===== src/rtl/leitor_sete_segmentos_if.sv =====
// Seven-segment bus tap: multiplexed display lines in, decoded frame and status out.
interface leitor_sete_segmentos_if;
   logic [6:0]  segmentos;
   logic [3:0]  anodos;
   logic [15:0] digitos;
   logic        valido;
   logic        erro;
   logic        inativo;

   modport master (output segmentos, anodos, input digitos, valido, erro, inativo);
   modport slave  (input segmentos, anodos, output digitos, valido, erro, inativo);
endinterface


===== src/rtl/leitor_sete_segmentos.sv =====
// Seven-segment display reader: decodes a scanned 4-digit display into a stable 16-bit frame.
// Optional bus-inactivity timeout enabled by defining LEITOR_TIMEOUT_EN.
//
// state   | meaning
// OCIOSO  | waiting for the first digit-0 enable to align to a frame
// CAPTURA | collecting digits into shadow until the digit-0 wrap
// FECHA   | one cycle: compare closed frame with candidate, update outputs
module leitor_sete_segmentos #(
   parameter int ESTAVEL = 2,
   parameter int TIMEOUT = 4096
) (
   input  logic                    clock,
   input  logic                    reset,
   leitor_sete_segmentos_if.slave  bus
);

   typedef enum logic [1:0] {OCIOSO, CAPTURA, FECHA} estado_t;

   function automatic logic [3:0] decode(input logic [6:0] s);
      case (s)
         7'b0000001: decode = 4'h0;
         7'b1001111: decode = 4'h1;
         7'b0010010: decode = 4'h2;
         7'b0000110: decode = 4'h3;
         7'b1001100: decode = 4'h4;
         7'b0100100: decode = 4'h5;
         7'b0100000: decode = 4'h6;
         7'b0001111: decode = 4'h7;
         7'b0000000: decode = 4'h8;
         7'b0000100: decode = 4'h9;
         7'b1111111: decode = 4'hF;
         default:    decode = 4'hE;
      endcase
   endfunction

   logic [6:0]  seg_q;
   logic [3:0]  an_q;
   estado_t     estado_q, estado_d;
   logic [3:0]  seen_q, seen_d;
   logic [1:0]  last_dig_q, last_dig_d;
   logic [15:0] shadow_q, shadow_d;
   logic [15:0] snap_q, snap_d;
   logic [15:0] cand_q, cand_d;
   logic [3:0]  count_q, count_d;
   logic [15:0] digitos_q, digitos_d;
   logic        valido_q, valido_d;
   logic        erro_q, erro_d;
   logic        inativo_q, inativo_d;

   logic        legal;
   logic [1:0]  idx;
   logic [3:0]  code;
   logic        wrap;

`ifdef LEITOR_TIMEOUT_EN
   localparam int TW = $clog2(TIMEOUT + 1);
   logic [TW-1:0] to_cnt_q, to_cnt_d;
`endif

   always_comb begin
      legal = 1'b1;
      idx   = 2'd0;
      case (an_q)
         4'b1110: idx = 2'd0;
         4'b1101: idx = 2'd1;
         4'b1011: idx = 2'd2;
         4'b0111: idx = 2'd3;
         default: legal = 1'b0;
      endcase
      code = decode(seg_q);
      // a frame boundary is a digit-0 enable that follows some other digit
      wrap = legal && (idx == 2'd0) && (last_dig_q != 2'd0);

      estado_d   = estado_q;
      seen_d     = seen_q;
      last_dig_d = legal ? idx : last_dig_q;
      shadow_d   = shadow_q;
      snap_d     = snap_q;
      cand_d     = cand_q;
      count_d    = count_q;
      digitos_d  = digitos_q;
      valido_d   = 1'b0;
      erro_d     = erro_q;
      inativo_d  = inativo_q;

      case (estado_q)
         OCIOSO: begin
            if (legal && idx == 2'd0) begin
               estado_d      = CAPTURA;
               seen_d        = 4'b0001;
               shadow_d[3:0] = code;
            end
         end
         CAPTURA: begin
            if (wrap) begin
               seen_d        = 4'b0001;
               shadow_d[3:0] = code;
               snap_d        = shadow_q;
               if (seen_q == 4'b1111) estado_d = FECHA;
            end else if (legal) begin
               seen_d[idx]                = 1'b1;
               shadow_d[{idx, 2'b00} +: 4] = code;
            end
         end
         default: begin
            estado_d = CAPTURA;
            if (legal) begin
               seen_d[idx]                = 1'b1;
               shadow_d[{idx, 2'b00} +: 4] = code;
            end
            erro_d = 1'b0;
            for (int i = 0; i < 4; i++)
               if (snap_q[4*i +: 4] == 4'hE) erro_d = 1'b1;
            if (snap_q == cand_q) begin
               if (count_q < 4'(ESTAVEL)) begin
                  count_d = count_q + 4'd1;
                  if (count_q + 4'd1 == 4'(ESTAVEL)) begin
                     digitos_d = snap_q;
                     valido_d  = 1'b1;
                  end
               end
            end else begin
               cand_d  = snap_q;
               count_d = 4'd1;
               if (ESTAVEL == 1) begin
                  digitos_d = snap_q;
                  valido_d  = 1'b1;
               end
            end
         end
      endcase

`ifdef LEITOR_TIMEOUT_EN
      to_cnt_d = to_cnt_q;
      if (legal) begin
         to_cnt_d  = '0;
         inativo_d = 1'b0;
      end else if (to_cnt_q < TW'(TIMEOUT)) begin
         to_cnt_d = to_cnt_q + 1'b1;
         if (to_cnt_q + 1'b1 == TW'(TIMEOUT)) begin
            inativo_d = 1'b1;
            estado_d  = OCIOSO;
            seen_d    = 4'b0000;
            count_d   = 4'd0;
         end
      end
`else
      inativo_d = 1'b0;
`endif
   end

   always_ff @(posedge clock or negedge reset) begin
      if (!reset) begin
         seg_q      <= 7'h7F;
         an_q       <= 4'hF;
         estado_q   <= OCIOSO;
         seen_q     <= 4'b0000;
         last_dig_q <= 2'd0;
         shadow_q   <= 16'hFFFF;
         snap_q     <= 16'hFFFF;
         cand_q     <= 16'hFFFF;
         count_q    <= 4'd0;
         digitos_q  <= 16'hFFFF;
         valido_q   <= 1'b0;
         erro_q     <= 1'b0;
         inativo_q  <= 1'b0;
`ifdef LEITOR_TIMEOUT_EN
         to_cnt_q   <= '0;
`endif
      end else begin
         seg_q      <= bus.segmentos;
         an_q       <= bus.anodos;
         estado_q   <= estado_d;
         seen_q     <= seen_d;
         last_dig_q <= last_dig_d;
         shadow_q   <= shadow_d;
         snap_q     <= snap_d;
         cand_q     <= cand_d;
         count_q    <= count_d;
         digitos_q  <= digitos_d;
         valido_q   <= valido_d;
         erro_q     <= erro_d;
         inativo_q  <= inativo_d;
`ifdef LEITOR_TIMEOUT_EN
         to_cnt_q   <= to_cnt_d;
`endif
      end
   end

   assign bus.digitos = digitos_q;
   assign bus.valido  = valido_q;
   assign bus.erro    = erro_q;
   assign bus.inativo = inativo_q;

endmodule


===== src/flat_wrapper.sv =====
// flat-port wrapper written by rule: the top's interface ports become plain ports
module leitor_sete_segmentos_flat 
#(
   parameter int ESTAVEL = 2,
   parameter int TIMEOUT = 4096
)
  (clock, reset, bus_segmentos, bus_anodos, bus_digitos, bus_valido, bus_erro, bus_inativo);
  leitor_sete_segmentos_if bus_i ();
  input  logic clock;
  input  logic reset;
  input wire logic [$bits(bus_i.segmentos)-1:0] bus_segmentos;
  input wire logic [$bits(bus_i.anodos)-1:0] bus_anodos;
  output wire logic [$bits(bus_i.digitos)-1:0] bus_digitos;
  output wire logic [$bits(bus_i.valido)-1:0] bus_valido;
  output wire logic [$bits(bus_i.erro)-1:0] bus_erro;
  output wire logic [$bits(bus_i.inativo)-1:0] bus_inativo;
  assign bus_i.segmentos = bus_segmentos;
  assign bus_i.anodos = bus_anodos;
  assign bus_digitos = bus_i.digitos;
  assign bus_valido = bus_i.valido;
  assign bus_erro = bus_i.erro;
  assign bus_inativo = bus_i.inativo;
  leitor_sete_segmentos #(.ESTAVEL(ESTAVEL), .TIMEOUT(TIMEOUT)) u_core (.clock(clock), .reset(reset), .bus(bus_i));
endmodule

===== config.mk =====
export PLATFORM = sky130hd
export DESIGN_NAME = leitor_sete_segmentos_flat
export DESIGN_NICKNAME = d
export VERILOG_FILES = /design/src/rtl/leitor_sete_segmentos_if.sv /design/src/rtl/leitor_sete_segmentos.sv /design/src/flat_wrapper.sv
export SDC_FILE = /design/constraint.sdc
export NUM_CORES = 1
export LEC_CHECK = 0
export CAP_MARGIN = 20
export CORE_UTILIZATION = 62
export DETAILED_ROUTE_END_ITERATION = 7
export PLACE_DENSITY = 0.83
export SLEW_MARGIN = 20
export SYNTH_ARGS = -nofsm -noshare
export SYNTH_HDL_FRONTEND = slang
export SYNTH_SLANG_ARGS = --single-unit
export TNS_END_PERCENT = 50

===== constraint.sdc =====
create_clock -name clock -period 4.4 [get_ports clock]
set_input_delay 0.66 -clock clock [delete_from_list [all_inputs] [get_ports clock]]
set_output_delay 0.66 -clock clock [all_outputs]
set_load 0.005 [all_outputs]

**Met1 routing**

Supply wires on this layer in gray.
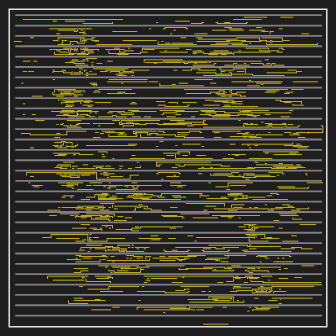
- share of all routed wire: 45%
- nets with wire on the layer: 305
via total after detailed routing: 2440
met1 usage: 28.00%
final wirelength: 7014 um

**Metal layers overlaid**

Two of the layers only.
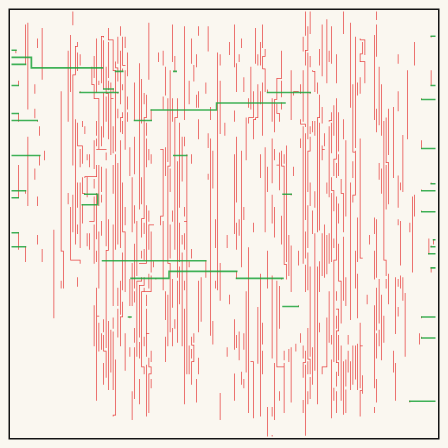
- met3: green (wire length 182 um)
- met2: red (wire length 3600 um)
global-route usage over all layers: 22.15%
drt wl/cell: 16.94 um

**Clock wiring as the flow saved it**

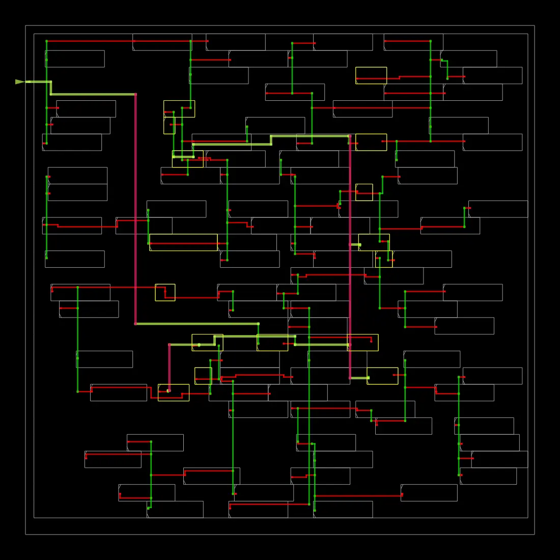
clock sink count: 89
Clock Skew: 10.30 ps
clk ins delay skew pair: 350 ps
cts bufs inserted: 9

==> Slide: Implementation Results <==
Implementation Results

Logic synthesis
  • Xor/xnor share: 4.526%
  • Complex Gates by Area: 8.590%
  • Top-area cell share: 48.49%
  • Avg Inst Size Synth: 13.37 um2
  • Synth top cells by count: dfstp_2, mux2_2, xor2_1, dfrtp_1, nor2_1

Critical path
  • CP required: 4670 ps
  • Worst-path fanout max: 8
  • Worst R2R Setup Slack: 1670 ps
  • Crit path cell chain: xor2_1, and3_1, inv_1, ha_1, o21ai_0, a21oi_1, a21oi_1, nand4_1, o2bb2ai_1
  • Delay-heaviest family, CP: AND-OR/OR-AND gates

Floorplanning
  • Core area: 6350 um2
  • Floorplan Utilization: 64.00%

Drt
  • Via density: 5.894
  • Number of antenna-violating nets in the routed design: 0

Finish
  • Core Util, Final: 72.18%

Power
  • Leak: 1.952 nW
  • Int Pwr: 0.001240 W
  • Power Sequential: 0.000940 W

Clock tree
  • CTS tree: built

Global routing
  • Grt met2 use: 38.45%
  • Congestion Overflow GR: 0
  • GR peak layer: met2

Placement
  • Post-DP HPWL: 4711 um
  • Place WS: 1702 ps

STA
  • TNS Setup: 0 ps

Run status
  • Status: completed
**Layout detail**

Scale bar: 10 um. Region (26, 26) to (56, 56) um. Cells in gray, sequential cells in the stronger gray; small squares are vias.
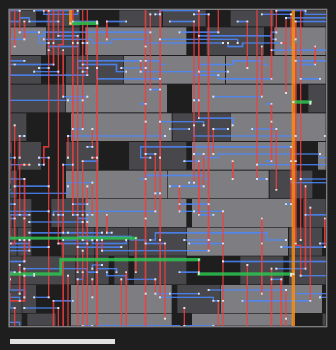
- met3: green
- met2: red
- met4: orange
- met1: blue
- netlist names of flops here include: `u_core.snap_q` (7), `u_core.cand_q` (4)
- cells with their middle in the window: 51
- sequential cells in the window: 16
- most frequent: dfstp_2 (16), o2bb2ai_1 (8), mux2_2 (7)

**Nets reached from selected ports**

Scale bar: 20 um.
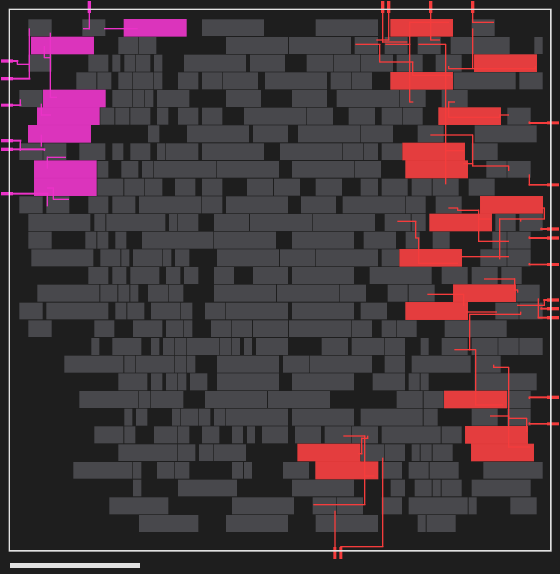
- `bus_segmentos`: magenta (direction input; end cells 7; buffers 7; wire 66.2 um)
- `bus_digitos`: red (direction output; end cells 16; buffers 16; wire 358 um)
I/O pin count: 32
PortBufs: 30

Power figures rest on the tool's default switching activity, not on a simulated workload.
